**Met1 routing**

Scale: 2 px per um. Supply wires on this layer in grey.
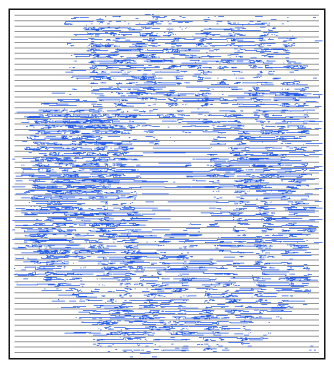
**Signal wires on met2**

Scale: 1.5 px per um.
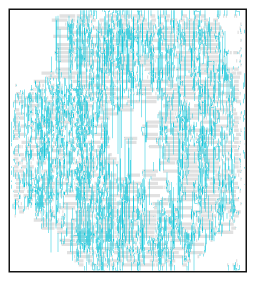
==> src/rtl/icache_fetch_requester.sv <==
// ---------------------------------------------------------------------------
// icache_fetch_requester
//
// Initiator side of the icache request/response interface. Issues sequential
// fetch requests from RESET_PC with at most one request outstanding, buffers
// the returned instruction words together with their PCs in a small FIFO,
// and discards stale responses after a redirect.
//
// Ports:
//   clock                    - single clock domain
//   reset                    - asynchronous, active-low reset
//   enable                   - permits issuing new requests
//   io_icache_req_valid      - one-cycle request pulse
//   io_icache_req_bits_addr  - fetch address (0 when no request)
//   io_icache_req_bits_data  - constant 0 (read only)
//   io_icache_req_bits_mask  - constant 0 (read)
//   io_icache_resp_valid     - response strobe, one per request
//   io_icache_resp_bits_data - returned instruction word
//   redirect_valid           - flush FIFO and restart fetch
//   redirect_pc              - new fetch PC
//   out_valid                - FIFO head valid
//   out_ready                - consumer accepts the head
//   out_pc                   - PC of the head entry
//   out_inst                 - instruction word of the head entry
//   err                      - sticky: timeout or unsolicited response
// ---------------------------------------------------------------------------
module icache_fetch_requester #(
    parameter logic [31:0] RESET_PC  = 32'h00000200,
    parameter int          ADDR_STEP = 4,
    parameter int          DEPTH     = 4,
    parameter int          TIMEOUT   = 15
) (
    input  logic        clock,
    input  logic        reset,
    input  logic        enable,
    output logic        io_icache_req_valid,
    output logic [31:0] io_icache_req_bits_addr,
    output logic [31:0] io_icache_req_bits_data,
    output logic [3:0]  io_icache_req_bits_mask,
    input  logic        io_icache_resp_valid,
    input  logic [31:0] io_icache_resp_bits_data,
    input  logic        redirect_valid,
    input  logic [31:0] redirect_pc,
    output logic        out_valid,
    input  logic        out_ready,
    output logic [31:0] out_pc,
    output logic [31:0] out_inst,
    output logic        err
);

    localparam int PTR_W = $clog2(DEPTH);
    localparam int CNT_W = PTR_W + 1;
    localparam int TMO_W = $clog2(TIMEOUT + 1);

    localparam logic [1:0] ST_IDLE = 2'd0;
    localparam logic [1:0] ST_REQ  = 2'd1;
    localparam logic [1:0] ST_WAIT = 2'd2;

    logic [1:0]       r_state;
    logic [31:0]      r_fetchPc;
    logic             r_drop;
    logic             r_err;
    logic [TMO_W-1:0] r_waitCnt;
    logic [PTR_W-1:0] r_wrPtr;
    logic [PTR_W-1:0] r_rdPtr;
    logic [CNT_W-1:0] r_count;
    logic [31:0]      r_pcMem   [DEPTH];
    logic [31:0]      r_instMem [DEPTH];

    logic             w_push;
    logic             w_pop;
    logic [CNT_W-1:0] w_countNext;
    logic             w_hasSpace;
    logic [TMO_W-1:0] w_waitCntNext;
    logic [1:0]       w_stateNext;

    // A redirect flushes the FIFO, so it suppresses both the push of the
    // current response and any same-cycle pop. Space is judged on the
    // occupancy after this cycle's push/pop, so a response arriving while the
    // FIFO is filling can only launch a new request if its word will fit.
    always_comb begin
        w_push = (r_state == ST_WAIT) && io_icache_resp_valid && !r_drop && !redirect_valid;
        w_pop  = (r_count != '0) && out_ready && !redirect_valid;

        w_countNext = r_count;
        if (w_push && !w_pop) begin
            w_countNext = r_count + CNT_W'(1);
        end else if (!w_push && w_pop) begin
            w_countNext = r_count - CNT_W'(1);
        end
        w_hasSpace = (w_countNext < CNT_W'(DEPTH));

        w_waitCntNext = (r_waitCnt == TMO_W'(TIMEOUT)) ? r_waitCnt : r_waitCnt + TMO_W'(1);
    end

    // Next-state logic. A stale (dropped or redirected) response always
    // restarts fetch at the new PC, regardless of enable.
    always_comb begin
        w_stateNext = r_state;
        case (r_state)
            ST_IDLE: begin
                if (!redirect_valid && enable && w_hasSpace) begin
                    w_stateNext = ST_REQ;
                end
            end
            ST_REQ: begin
                w_stateNext = ST_WAIT;
            end
            ST_WAIT: begin
                if (io_icache_resp_valid) begin
                    if (redirect_valid || r_drop) begin
                        w_stateNext = ST_REQ;
                    end else if (enable && w_hasSpace) begin
                        w_stateNext = ST_REQ;
                    end else begin
                        w_stateNext = ST_IDLE;
                    end
                end
            end
            default: begin
                w_stateNext = ST_IDLE;
            end
        endcase
    end

    // Control state: FSM, fetch PC, stale-response flag, WAIT timer and the
    // sticky error. A redirect during REQ marks the pulse going out this
    // cycle as stale because it still carries the old address.
    always_ff @(posedge clock or negedge reset) begin
        if (!reset) begin
            r_state   <= ST_IDLE;
            r_fetchPc <= RESET_PC;
            r_drop    <= 1'b0;
            r_err     <= 1'b0;
            r_waitCnt <= '0;
        end else begin
            r_state <= w_stateNext;

            if (r_state == ST_REQ) begin
                r_drop    <= redirect_valid;
                r_waitCnt <= '0;
            end else if (r_state == ST_WAIT) begin
                if (io_icache_resp_valid) begin
                    r_drop <= 1'b0;
                end else begin
                    r_waitCnt <= w_waitCntNext;
                    if (redirect_valid) begin
                        r_drop <= 1'b1;
                    end
                end
            end

            if ((r_state == ST_WAIT && !io_icache_resp_valid && w_waitCntNext == TMO_W'(TIMEOUT)) ||
                (r_state != ST_WAIT && io_icache_resp_valid)) begin
                r_err <= 1'b1;
            end

            if (redirect_valid) begin
                r_fetchPc <= redirect_pc;
            end else if (w_push) begin
                r_fetchPc <= r_fetchPc + 32'(ADDR_STEP);
            end
        end
    end

    // FIFO pointers and occupancy; pointers wrap naturally since DEPTH is a
    // power of two.
    always_ff @(posedge clock or negedge reset) begin
        if (!reset) begin
            r_wrPtr <= '0;
            r_rdPtr <= '0;
            r_count <= '0;
        end else if (redirect_valid) begin
            r_wrPtr <= '0;
            r_rdPtr <= '0;
            r_count <= '0;
        end else begin
            if (w_push) begin
                r_wrPtr <= r_wrPtr + PTR_W'(1);
            end
            if (w_pop) begin
                r_rdPtr <= r_rdPtr + PTR_W'(1);
            end
            r_count <= w_countNext;
        end
    end

    // FIFO storage; contents only matter while counted, so no reset needed.
    always_ff @(posedge clock) begin
        if (w_push) begin
            r_pcMem[r_wrPtr]   <= r_fetchPc;
            r_instMem[r_wrPtr] <= io_icache_resp_bits_data;
        end
    end

    // Address and head outputs are gated so every output reads 0 in reset.
    always_comb begin
        io_icache_req_valid     = (r_state == ST_REQ);
        io_icache_req_bits_addr = io_icache_req_valid ? r_fetchPc : 32'h0;
        io_icache_req_bits_data = 32'h0;
        io_icache_req_bits_mask = 4'h0;
        out_valid               = (r_count != '0);
        out_pc                  = out_valid ? r_pcMem[r_rdPtr] : 32'h0;
        out_inst                = out_valid ? r_instMem[r_rdPtr] : 32'h0;
        err                     = r_err;
    end

endmodule
==> config.mk <==
export PLATFORM = sky130hd
export DESIGN_NAME = icache_fetch_requester
export DESIGN_NICKNAME = d
export VERILOG_FILES = /design/src/rtl/icache_fetch_requester.sv
export SDC_FILE = /design/constraint.sdc
export NUM_CORES = 1
export LEC_CHECK = 0
export ABC_AREA = 1
export CAP_MARGIN = 20
export CORE_AREA = 2 2 155 172
export DETAILED_ROUTE_END_ITERATION = 16
export DIE_AREA = 0 0 157 174
export PLACE_DENSITY = 0.81
export RECOVER_POWER = 100
export SYNTH_ARGS = -nofsm -noshare
export SYNTH_HDL_FRONTEND = slang
export SYNTH_SLANG_ARGS = --single-unit
==> constraint.sdc <==
create_clock -name clock -period 4.84 [get_ports clock]
set_input_delay 0.968 -clock clock [delete_from_list [all_inputs] [get_ports clock]]
set_output_delay 0.968 -clock clock [all_outputs]
set_load 0.05 [all_outputs]
==> impl_metrics.toml <==
# physical design summary
[setup_path]
cp_top_family = "buffers and inverters"
crit-reg2reg-launch = "r_state[0]$_DFFE_PN0P_"
critical_path_depth = 6
cp_max_fo = 64
worstPathRequired_ps = 4980
max_stage_delay_ps = 990
critPathCapture = "r_instMem[0][9]$_DFFE_PP_"

[drt]
topRoutingLayerUsed = "met4"
drc_errors = 0
dr.pass1.iters = 7

[timing]
finClkSkew_ps = 15.9
hold_violations = 0
final-max-slew-violation-count = 35

[grt]
antenna_found_initial = 1
grt_pass1_wl_mm = 51.1
grt_pass1_vias = 9785
top_usage_layer = "met2"
grt-ovfl-total = 0
grt_max_degree = 130
use_met3 = 0.0292
grt_util_all_layers = 0.240

[yosys]
netlist.area_leader.share = 0.567
synth_seq_share = 0.654
edf_count = 256
synthMostInstantiatedCell = "nor2_1"
syn_avg_cell_area_um2 = 10.4
synthTopCellsByCount = "nor2_1, edfxtp_1, nand2_1"
ys.flop_type = "edfxtp_1"
yosys.area_share.adder = 0.0120
yosysChipArea_mm2 = 0.0136
synth_area_mm2 = 0.0136
synth-async-reset-ratio = 0.155
xor_share = 0.0123

[finish]
final_area_mm2 = 0.0164
nClkBuffers = 37
fin_cells = 1833
final_common_cell = "nor2_1"
post-route-util = 0.638
comb_share = 0.240
nonClockInverterCount = 95

[min_path]
hp-start = "err$_DFFE_PN0P_"
min_path_type = "register to register"

[clock_network]
cts_resized = 0
clk_latency_ps = 540
clockRootBuffer = "clkbuf_16"
cts_sinks = 303

[placement]
globalplace.congestion = 1.01
io_buffers = 168

[pwr]
peakVddDrop_v = 0.000326
seqPwrFrac = 0.351
p_sw_mw = 3.86
switching_share = 0.423

[floorplanning]
die-area_mm2 = 0.0273
ios = 205
fp-row-count = 62
num_tap_cells = 352

[run_status]
violations = "capacitance limit, slew limit"
status = "complete, but fails checks"

[run]
maxCapViolCount = 1
tool_warnings = 36
Notes on 'met1 routing' above:
longest straight run: 47.8 um
main direction: horizontal
nets with wire on the layer: 1379
wire length on this layer: 13000 um
share of all routed wire: 39%
vias: 9965
met1 usage: 0.309
final wirelength: 32.9 mm

Notes on 'signal wires on met2' above:
main direction: vertical
nets with wire on the layer: 1210
wire length on this layer: 16700 um
share of all routed wire: 51%
met2 global-route usage: 0.418

